[src/rtl/i2c_bus_event_detector.sv]
// i2c_bus_event_detector: synchronise and glitch-filter raw SDA/SCL, decode start/stop/data pulses.
// Optional SCL-low timeout is compiled in with `define I2C_SCL_TIMEOUT_EN.
module i2c_bus_event_detector #(
  parameter int SYNC_STAGES = 2,
  parameter int FILT_LEN = 4,
  parameter int TIMEOUT_CYC = 65535
) (
  input  logic       clk,
  input  logic       rst,
  input  logic       sda,
  input  logic       scl,
  output logic       start,
  output logic       stop,
  output logic       data,
  output logic       data_bit,
  output logic [3:0] bit_idx,
  output logic       byte_done,
  output logic       bus_busy,
  output logic       scl_f,
  output logic       timeout
);
  localparam int FW = FILT_LEN > 1 ? $clog2(FILT_LEN) : 1;
  typedef enum logic {IDLE, BUSY} state_t;
  state_t state, state_n;
  logic [1:0] sync_q [SYNC_STAGES];
  logic [1:0] s, f, p;
  logic [3:0] cnt;
  logic sda_f, start_c, stop_c, rise_c;
  assign s = sync_q[SYNC_STAGES-1];
  always_ff @(posedge clk or posedge rst)
    if (rst) for (int i = 0; i < SYNC_STAGES; i++) sync_q[i] <= '1;
    else begin
      sync_q[0] <= {scl, sda};
      for (int i = 1; i < SYNC_STAGES; i++) sync_q[i] <= sync_q[i-1];
    end
  for (genvar g = 0; g < 2; g++) begin : g_filt
    logic [FW-1:0] fcnt;
    logic f_q;
    always_ff @(posedge clk or posedge rst)
      if (rst) begin
        fcnt <= '0;
        f_q <= 1'b1;
      end else if (s[g] == f_q) fcnt <= '0;
      else if (fcnt == FW'(FILT_LEN - 1)) begin
        fcnt <= '0;
        f_q <= s[g];
      end else fcnt <= fcnt + 1'b1;
    assign f[g] = f_q;
  end
  assign sda_f = f[0];
  assign scl_f = f[1];
  assign bus_busy = (state == BUSY);
  // an SCL edge in the same cycle masks any SDA edge, so start/stop need SCL high on both sides
  assign start_c = p[1] & scl_f & p[0] & ~sda_f;
  assign stop_c = p[1] & scl_f & ~p[0] & sda_f;
  assign rise_c = ~p[1] & scl_f & bus_busy;
  always_comb state_n = start ? BUSY : (stop || timeout) ? IDLE : state;
  always_ff @(posedge clk or posedge rst)
    if (rst) begin
      state <= IDLE;
      p <= 2'b11;
      start <= 1'b0;
      stop <= 1'b0;
      data <= 1'b0;
      byte_done <= 1'b0;
      data_bit <= 1'b0;
      bit_idx <= '0;
      cnt <= '0;
    end else begin
      state <= state_n;
      p <= f;
      start <= start_c;
      stop <= stop_c;
      data <= rise_c;
      byte_done <= rise_c & (cnt == 4'd8);
      if (rise_c) begin
        data_bit <= sda_f;
        bit_idx <= cnt;
      end
      if (start || timeout) cnt <= '0;
      else if (rise_c) cnt <= (cnt == 4'd8) ? 4'd0 : cnt + 4'd1;
    end
`ifdef I2C_SCL_TIMEOUT_EN
  localparam int TW = $clog2(TIMEOUT_CYC + 1);
  logic [TW-1:0] tcnt;
  always_ff @(posedge clk or posedge rst)
    if (rst) begin
      tcnt <= '0;
      timeout <= 1'b0;
    end else begin
      timeout <= bus_busy & ~scl_f & (tcnt == TW'(TIMEOUT_CYC - 1));
      if (scl_f) tcnt <= '0;
      else if (bus_busy && tcnt != TW'(TIMEOUT_CYC)) tcnt <= tcnt + 1'b1;
    end
`else
  assign timeout = 1'b0 & (TIMEOUT_CYC > 0);
`endif
endmodule

[config.mk]
export PLATFORM = sky130hd
export DESIGN_NAME = i2c_bus_event_detector
export DESIGN_NICKNAME = d
export VERILOG_FILES = /design/src/rtl/i2c_bus_event_detector.sv
export SDC_FILE = /design/constraint.sdc
export NUM_CORES = 1
export LEC_CHECK = 0
export CORE_AREA = 2 2 51 53
export CTS_CLUSTER_DIAMETER = 150
export DETAILED_ROUTE_END_ITERATION = 6
export DIE_AREA = 0 0 53 55
export GPL_TIMING_DRIVEN = 0
export PLACE_DENSITY = 0.68
export SKIP_CTS_REPAIR_TIMING = 1
export SYNTH_ARGS = -nofsm -noshare
export SYNTH_HDL_FRONTEND = slang
export SYNTH_SLANG_ARGS = --single-unit
[constraint.sdc]
create_clock -name clk -period 1.2 [get_ports clk]
set_input_delay 0.24 -clock clk [delete_from_list [all_inputs] [get_ports clk]]
set_output_delay 0.24 -clock clk [all_outputs]
set_load 0.01 [all_outputs]
**Run 1: the metal 2 layer**

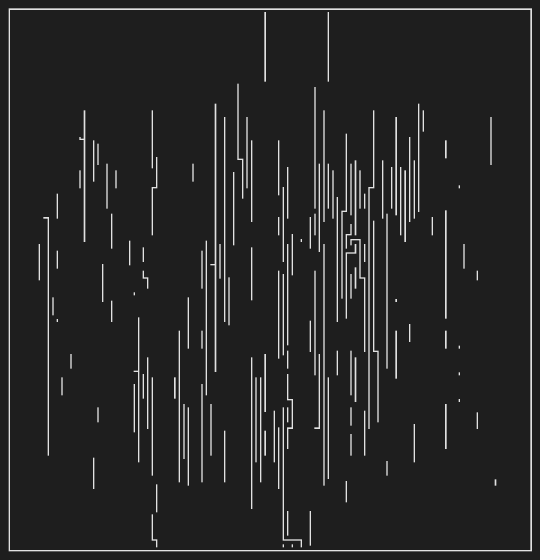
101 nets have wire on it. The layer holds 54% of the routed length. The wires run mostly vertical. The longest straight run is 27.2 microns. The layer carries 847 microns of wire.

**Run 1: met1 routing**

Supply wires on this layer in grey.
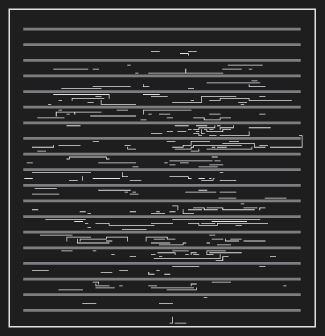
94 nets have wire on it. The layer holds 40% of the routed length. The wires run mostly horizontal. The longest straight run is 15.2 microns. The layer carries 621 microns of wire.

**Run 1: M3 wires**

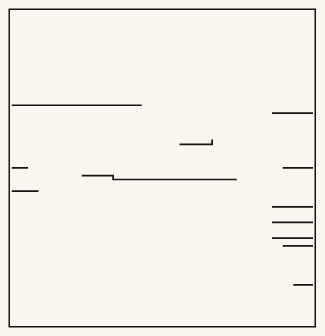
12 nets have wire on it. The wires run mostly horizontal.

==> metrics.log, run 1 <==
[flow] collecting metrics
INFO  metric status = finished, violations left
INFO  metric failed_checks = setup timing
INFO  metric groute.layer.met1.usage = 13.19%
INFO  metric ys_sh_xor = 1.743%
INFO  metric classification_of_the_worst_setup_path = reg -> reg
INFO  metric cts_inserted_buffers = 3
INFO  metric ctsRootBufferMaster = sky130_fd_sc_hd__clkbuf_4
INFO  metric postLayoutCellArea = 0.001334 sq mm
INFO  metric number_of_hold_slack_violations_in_the_final_timing_report = 0
INFO  metric final-nonclk-buf-share = 17.82%
INFO  metric m1_wl = 620 microns
INFO  metric synthAdderAreaFrac = 4.981%
INFO  metric clk_sink_count = 26
INFO  metric max_freq = 697.2 MHz
INFO  metric top_layer = met3
INFO  metric drc_errors = 0
INFO  metric tritoncts = done
INFO  metric stage_log_warnings = 29
INFO  metric non_clock_buffer_count = 25
INFO  metric mux_share = 5.479%
INFO  metric power.largest_group = sequential cells
INFO  metric setup_viol = 7
INFO  metric clock_cell_area_share = 2.720%
INFO  metric fin_nets = 113
INFO  metric maxSlewViolCount = 0
INFO  metric clk_pwr = 0.000428 W
INFO  metric seq_area_frac_synth = 65.75%
INFO  metric detailed_place.area = 0.001186 sq mm
INFO  metric post_drt_via_cell_ratio = 4.836
INFO  metric grt_antenna_before_repair = 0
INFO  metric vias = 648
INFO  metric r2r_slack = -0.23 ns
INFO  metric most_frequently_placed_logic_cells_in_the_final_layout = sky130_fd_sc_hd__dfrtp_1 (17), sky130_fd_sc_hd__buf_4 (9), sky130_fd_sc_hd__dfstp_2 (8), sky130_fd_sc_hd__dlymetal6s2s_1 (8), sky130_fd_sc_hd__nand2_1 (7)
INFO  metric powerComb = 0.00110 W
INFO  metric cts.reportedPaths.clkPinSlew = 0.14 ns
INFO  metric total_power = 0.002904 W
INFO  metric worst_slack = -0.2343 ns
[run 1: cell usage after synthesis]
library cell / number
sky130_fd_sc_hd__dfrtp_1: 18
sky130_fd_sc_hd__dfstp_2: 8
sky130_fd_sc_hd__inv_1: 7
sky130_fd_sc_hd__nand2_1: 7
sky130_fd_sc_hd__o21ai_0: 5
sky130_fd_sc_hd__ha_1: 4
sky130_fd_sc_hd__mux2_2: 4
sky130_fd_sc_hd__nor3b_1: 3
sky130_fd_sc_hd__a21oi_1: 2
sky130_fd_sc_hd__nor2_1: 2
sky130_fd_sc_hd__nor3_1: 2
sky130_fd_sc_hd__a21o_1: 1
sky130_fd_sc_hd__a311o_1: 1
sky130_fd_sc_hd__a31oi_1: 1
sky130_fd_sc_hd__and2_1: 1
sky130_fd_sc_hd__buf_4: 1
sky130_fd_sc_hd__clkbuf_1: 1
sky130_fd_sc_hd__conb_1: 1
sky130_fd_sc_hd__mux2i_1: 1
sky130_fd_sc_hd__nand3_1: 1
sky130_fd_sc_hd__nand3b_4: 1
sky130_fd_sc_hd__nor2b_1: 1
sky130_fd_sc_hd__or4_1: 1
sky130_fd_sc_hd__or4b_1: 1
sky130_fd_sc_hd__xnor2_1: 1
sky130_fd_sc_hd__xor2_1: 1
[run 1: registers in the layout (all words and copies together), names as in the netlist]
| register | cells |
|---|---|
| bit_idx | 4 |
| bus_busy | 1 |
| byte_done | 1 |
| cnt | 4 |
| data | 1 |
| data_bit | 1 |
| g_filt.f_q | 1 |
| g_filt.fcnt | 4 |
| p | 2 |
| s | 2 |
| scl_f | 1 |
| start | 1 |
| stop | 1 |
| sync_q | 2 |
==> inputs of run 2 (changes only) <==
CELL_PAD_IN_SITES_DETAIL_PLACEMENT = 0   (was not set)
CELL_PAD_IN_SITES_GLOBAL_PLACEMENT = 1   (was not set)
CORE_AREA = 2 2 56 58   (was 2 2 51 53)
DIE_AREA = 0 0 58 60   (was 0 0 53 55)
PLACE_DENSITY = not set   (was 0.68)
PLACE_DENSITY_LB_ADDON = 0.1   (was not set)
==> run 2 against run 1 <==
Compared with the run above:
- the flow still finishes with violations (setup timing)
- global-route usage decreased by 2.3 points
- first-iteration DRC count increased by 60%
- via count decreased by 4.6%
- non-clock buffer count decreased by 1
- cell count increased by 1.5%
- highest routed layer is now met4
- clock power decreased by 1%
- hold slack improved by 0.011 ns
==> metrics.log, run 2 <==
[flow] collecting metrics
INFO  metric setup_viol = 11
INFO  metric ctsRootBufferMaster = sky130_fd_sc_hd__clkbuf_4
INFO  metric total_power = 0.002840 W
INFO  metric grt_antenna_before_repair = 0
INFO  metric stage_log_warnings = 29
INFO  metric status = finished, violations left
INFO  metric fin_nets = 112
INFO  metric classification_of_the_worst_setup_path = reg -> reg
INFO  metric drc_errors = 0
INFO  metric cts.reportedPaths.clkPinSlew = 0.13 ns
INFO  metric max_freq = 717.4 MHz
INFO  metric post_synthesis_cell_type_with_the_largest_instance_count = sky130_fd_sc_hd__dfrtp_1
INFO  metric failed_checks = setup timing
INFO  metric tritoncts = done
INFO  metric cts_inserted_buffers = 3
INFO  metric seq_area_frac_synth = 65.75%
INFO  metric worst_slack = -0.1940 ns
INFO  metric post_drt_via_cell_ratio = 4.544
INFO  metric postLayoutCellArea = 0.001336 sq mm
INFO  metric async_reset_ff_share = 100.0%
run 2: cell counts after synthesis:
No cell type changed its count.
run 2: metal layers:
layer	vias to the layer above	part of all wire [%]	track usage (%)
li1	306	-	-
met3	2	5.1	1.948
met4	0	1.1	5.980
met5	-	0	0
met2	14	47	15.91
met1	296	46	12.79
run 2: area by class of cell:
cell class	instances	area (sq um)	area share, %
Clock buffer	4	36.28	2.715
Buffer	2	18.77	1.404
Timing Repair Buffer	22	226.5	16.95
Tap cell	33	41.29	3.090
Multi-Input combinational cell	42	321.6	24.06
Inverter	7	30.03	2.247
Sequential cell	26	661.9	49.53
run 2: cells by family after synthesis:
family | after synthesis | synth area share, %
AOI/OAI and AO/OA | 10 | 5.853
xor gates and xnor gates | 2 | 1.744
adders and majority gates | 4 | 4.982
buffers and inverters | 9 | 3.736
DFF | 26 | 65.75
muxes | 5 | 5.479
other | 1 | 0.3732
and+or+nand+nor | 20 | 12.08
run 2: worst max-delay path: stages (launching register included):
cell and delay, ns:
sky130_fd_sc_hd__dfstp_2 0.61, sky130_fd_sc_hd__nand3b_4 0.11, sky130_fd_sc_hd__or4b_4 0.49, sky130_fd_sc_hd__a21oi_2 0.12
run 2: worst min-delay path by stage:
stage / cells after the start / endpoint / slack, ns
2_1_floorplan: 0 / sync_q[2] / 0.24
3_3_place_gp: 0 / s[0] / 0.35
3_5_place_dp: 0 / s[1] / 0.35
4_1_cts: 1 / sync_q[2] / 0.30
5_1_grt: 1 / sync_q[3] / 0.29
6_report: 2 / bus_busy / 0.30
run 2: power breakdown:
group          switching (W)  internal, W  total [W]
Sequential          0.000184      0.00120    0.00138
Combinational       0.000431     0.000602    0.00103
Clock               0.000238     0.000185   0.000423
**Run 2: the metal 2 layer**

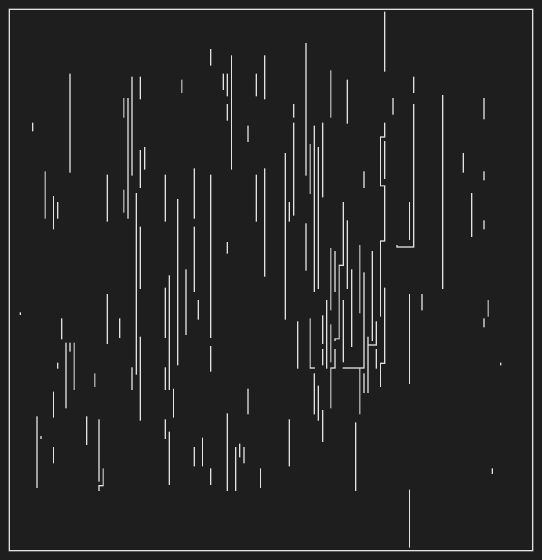
The wires run mostly vertical. The layer holds 47% of the routed length.

**Run 2: signal metal coverage by tile**

The bar under the picture is 20 microns long. The die is cut into 12 by 12 equal tiles; dark purple is low, yellow is high, scaled to the fullest tile. Values are wire area over tile area, all layers added.
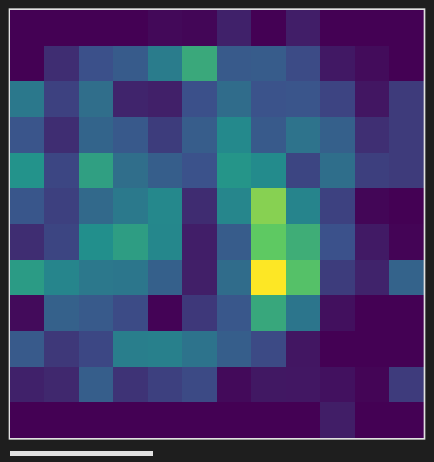
The densest ninth of the die: centre. The emptiest ninth of the die: south-east. 22% of the tiles are nearly empty. The mean over all tiles is 0.069. The fullest tile reaches 0.31. 8.3% of the tiles are over half the peak.

==> inputs of run 3 (changes only) <==
REMOVE_ABC_BUFFERS = 1   (was not set)
==> run 3 against run 2 <==
Compared with the run above:
- the run still ends with setup timing left
- register-to-register slack worse by 0.096 ns
- fmax decreased by 6.4%
- cell area about the same
- worst setup slack got worse by 0.096 ns
- cell count grew 1.5%
- power up 2.2%
- critical path type unchanged
- largest cell class unchanged
==> metrics.log, run 3 <==
[flow] collecting metrics
INFO  metric fin_nets = 114
INFO  metric r2r_slack = -0.29 ns
INFO  metric library_cell_contributing_the_largest_single_delay_on_the_critical_path = sky130_fd_sc_hd__dfstp_2
INFO  metric synth-compound-area-share = 5.853%
INFO  metric drc_errors = 0
INFO  metric top_comb_family_area = simple AND/OR/NAND/NOR gates
INFO  metric max_freq = 671.1 MHz
INFO  metric maxSlewViolCount = 0
INFO  metric crit_top_cell = sky130_fd_sc_hd__buf_6
INFO  metric classification_of_the_worst_setup_path = reg -> reg
INFO  metric setup_viol = 10
INFO  metric ctsRootBufferMaster = sky130_fd_sc_hd__clkbuf_4
INFO  metric groute.layer.met1.usage = 11.68%
INFO  metric post_drt_via_cell_ratio = 4.732
INFO  metric path_buffers = 3
INFO  metric postLayoutCellArea = 0.001335 sq mm
INFO  metric number_of_hold_slack_violations_in_the_final_timing_report = 0
INFO  metric failed_checks = setup timing
INFO  metric tritoncts = done
INFO  metric grt_util_met2 = 17.37%
INFO  metric post_synthesis_cell_type_with_the_largest_instance_count = sky130_fd_sc_hd__dfrtp_1
INFO  metric largest_regs = bit_idx x4, cnt x4, g_filt.fcnt x4
INFO  metric cp_cell_sequence = buf_6, nand3b_4, buf_4, buf_6, a311o_1, a21oi_1
INFO  metric ys_sh_xor = 1.743%
INFO  metric status = finished, violations left
INFO  metric synth_simple_gate_area_share = 12.08%
INFO  metric synthAdderAreaFrac = 4.981%
INFO  metric vias = 653
INFO  metric crit_family = flip-flops
INFO  metric ys_top_cells_by_count = sky130_fd_sc_hd__dfrtp_1 (18), sky130_fd_sc_hd__dfstp_2 (8), sky130_fd_sc_hd__inv_1 (7), sky130_fd_sc_hd__nand2_1 (7), sky130_fd_sc_hd__o21ai_0 (5)
INFO  metric synth-main-ff-cell = sky130_fd_sc_hd__dfrtp_1
INFO  metric placementRows = 20
INFO  metric most_frequently_placed_logic_cells_in_the_final_layout = sky130_fd_sc_hd__dfrtp_1 (17), sky130_fd_sc_hd__buf_4 (10), sky130_fd_sc_hd__dlymetal6s2s_1 (9)
INFO  metric synth-edff-count = 0
INFO  metric stage_log_warnings = 27
INFO  metric cts_inserted_buffers = 3
INFO  metric cts.reportedPaths.clkPinSlew = 0.14 ns
INFO  metric worst_slack = -0.2900 ns
## run 3: worst max path at each step
stage               depth (start not counted)   from  endpoint
floorplan                                   3  scl_f    cnt[3]
global placement                            3  scl_f    cnt[3]
detailed placement                          3  scl_f    cnt[3]
CTS                                         1  scl_f     scl_f
global route                                4  scl_f    cnt[2]
finish                                      6  scl_f    cnt[0]
## run 3: routing by layer
| metal | vias up | routed length [microns] |
|---|---|---|
| li1 | 310 | - |
| met1 | 328 | 699 |
| met2 | 11 | 797 |
| met3 | 4 | 48 |
| met4 | 0 | 33 |
| met5 | - | 0 |
## run 3: layout make-up
type	instances	area (sq um)
Multi-Input combinational cell	42	309.0
Sequential cell	26	661.9
Clock buffer	4	36.28
Fill cell	277	1568
Tap cell	33	41.29
Inverter	7	30.03
Timing Repair Buffer	26	256.5
## run 3: logic make-up after synthesis
logic type,after synthesis
multiplexers,5
XOR/XNOR,2
AND-OR/OR-AND,10
flip-flops,26
adder cells (fa/ha/maj),4
buffers and inverters,9
other,1
AND/OR/NAND/NOR,20
## run 3: where the power goes
part	switching, W	internal, W
registers	0.000175	0.00120
clock network	0.000254	0.000185
logic	0.000443	0.000647
## run 3: stage by stage
step | cells | utilization [%]
after floorplan | 75 | -
after global placement | 122 | 40.47
after detailed placement | 122 | 40.47
after CTS | 126 | 41.72
after global routing | 138 | 45.99
final | 138 | 45.99
**Run 3: M3 wires**

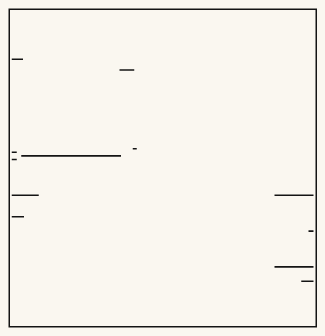
The layer holds 3.1% of the routed length. The layer carries 48.5 microns of wire. The wires run mostly horizontal.

**Run 3: the metal 2 layer**

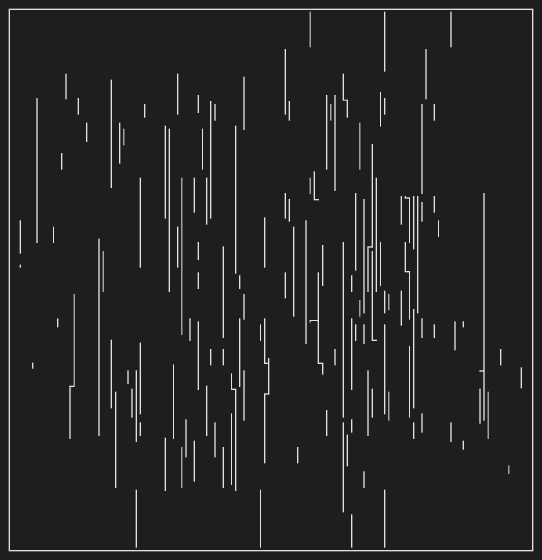
The layer holds 51% of the routed length. The longest straight run is 25.2 microns.

Power figures rest on the tool's default switching activity, not on a simulated workload.
